Design vagas_monitor, sky130hd; sources not shown.
Routing congestion:
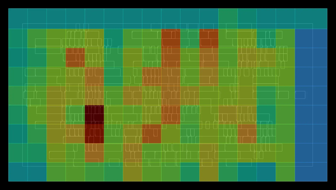
drt wl/cell: 9.96 µm
All-Layer GR Usage: 0.132

Wiring by layer:
The bar under the picture is 20 µm long.
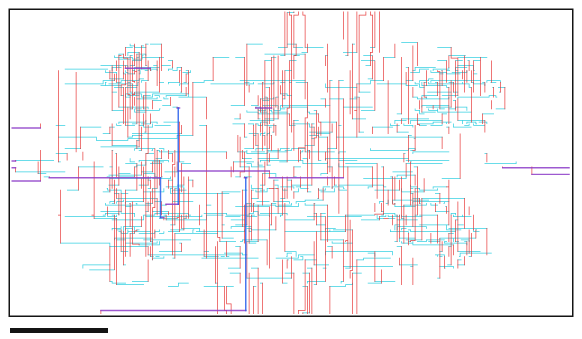
legend:
  blue:
    layer: metal 4
    wire_length: 55.1 µm
  red:
    layer: metal 2
    wire_length: 2190 µm
  purple:
    layer: metal 3
    wire_length: 132 µm
  cyan:
    layer: metal 1
    wire_length: 1960 µm
via count: 1953
Post-Route WL: 4.34 mm

Clock distribution:
The bar under the picture is 20 µm long.
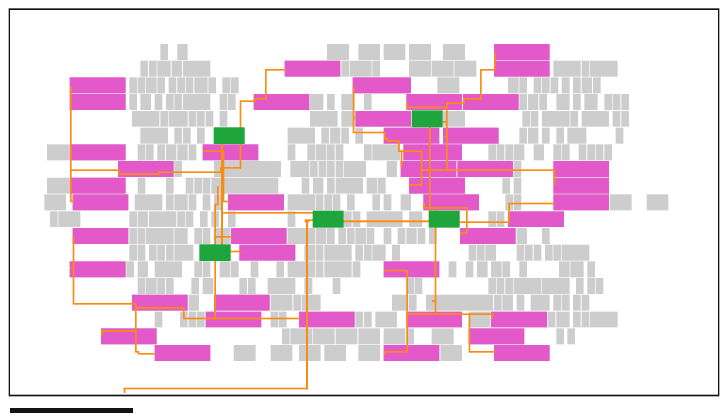
legend:
  magenta:
    item: flip-flops
    count: 44
  green:
    item: clock drivers
    count: 5
  orange:
    item: clock wires
    length: 507 µm
routed clock nets: 6
Insertion Delay late pin: 0.29 ns
P_clk: 0.000328 W
power share of the clock group: 0.208

Pin map:
Pins as bars across the die edge, other pins in gray.
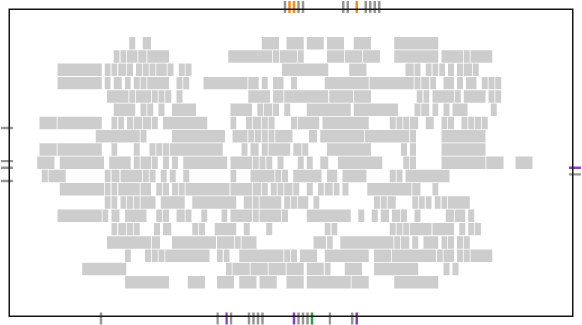
legend:
  green:
    port: reset
    pins: 1
    direction: input
    edge: bottom
  orange:
    port: livres
    pins: 3
    direction: output
    edge: top
  purple:
    port: evt_ocupou
    pins: 4
    direction: output
    edge: 3 bottom, 1 right
all pins by edge: 16 bottom, 12 top, 4 left, 2 right
Die W: 115 µm
Die Y: 62.6 µm
IO Port Bufs: 33

==> Slide: Implementation Results <==
Run Summary

Status
  • Status: finished, final reports clean

Power
  • Power Density: slightly above 500 nW/µm²
  • P_sw: between 0.0005 and 0.0006 W
  • Pwr top: combinational cells
  • Gate power share: 0.456
  • Tot Pwr: 0.00157 W
  • Maximum vdd drop: slightly below 200 µV
  • Combinational gate power: ~0.00072 W

Global route
  • Antenna violations before repair: 0
  • GR peak layer: met2
  • First-pass GRT wire length: 7.91 mm
  • GRT met3 Usage: 0.0329
  • Number of global-route vias before repair: between 1500 and 2000
  • Grt met1 use: 0.151
  • Grt met2 use: 0.241

Critical path
  • CP bufs+invs: 5
  • CP Class: input port to register
  • CP Max Fanout: 5
  • Reg2Reg Setup Slack: ~2.6 ns
  • CP dominant cell by count: nand2_1
  • Crit end category: register
  • Worst reg-to-reg path cell count: 22

Die
  • Fp util: 0.459
  • Core area: around 5400 µm²
  • Die area: about 7200 µm²
  • # Taps: around 73
  • Ports: 34

Logic synthesis
  • Flip-flops with a built-in enable: 0
  • Syn Area/Cell: roughly 7.8 µm²
  • Post-Syn Area: between 2000 and 2500 µm²
  • Gate Count Post-Synth: 321
  • Yosys adder share: 0.131
  • Yosys simple share: 0.291
  • Cell count in the Yosys report: between 300 and 400
  • Post-synth area hogs: dfrtp_1, nand2_1, ha_1, inv_1, nand3_1
  • Xor+xnor area frac: 0.0277
  • Dominant register cell: dfrtp_1
  • Multiplexer share: 0
  • Area fraction in compound gates: 0.0121
  • Yosys cell types: 18
  • Yosys reg bits: about 44
  • Yosys stat chip area: 2490 µm²
  • Top comb family, area: simple AND/OR/NAND/NOR gates

Layout
  • Inverters: between 60 and 70
  • Leading cell kind: combinational gates
  • Util after Layout: 0.568
  • Most frequent cells in the layout: nand2_1, inv_1, dfrtp_1, clkdlybuf4s50_1, nand3_1
  • Sequential share of cell area: 0.359
  • Area Overhead vs Synth: 23.6%
  • Signal buf overhead: 0.110
  • Mi-comb count: roughly 210
  • Comb area share: 0.373
  • Clock buffers: 5
  • Number of inserted diodes: 0
  • Top cell excl fill/tap: nand2_1
  • Nets: about 400
  • Layout cell share with drive strength beyond 1: 0.0799
  • Logic area: around 1100 µm²
  • Largest register FFs: 12
  • Number of non-clock buffers in the layout: 34
  • Clock network share of area: 0.0516
  • Post-Layout Inst Area: about 3000 µm²

Drt
  • DRT antenna net count: 0
  • DR pass1 iterations: 4
  • DR top layer: met4
  • Detail Route met2 WL: 2.19 mm
  • M1 WL: about 2.0 mm
  • Remaining DRCs: 0
  • Initial drt markers: around 62

Placement
  • Dpl hpwl: 3.48 mm
  • Placed instance area: ~3000 µm²
  • Place WS: 1.98 ns
  • Placed cells: about 430

Timing
  • Period utilization: 0.591
  • Fmax: around 0.30 GHz
  • Hold WS: between 0.2 and 0.3 ns
  • Setup WS post-layout: about 2.3 ns
  • Final setup fails: 0
  • Setup TNS: 0 ns
  • Fin. max-slew vios: 0

Hold path
  • Worst hold path stage count: 0

Flow run
  • Max-Cap Viols: 0

CTS
  • Deepest clock path buffer count: 2
  • Hold_buf cts: 0
  • CTS tree: done
  • CTS H-tree depth: 2
  • CTS root buf: clkbuf_8
  • CTS Sinks: ~44
No activity file was given, so power comes from the tool's default toggle rates.
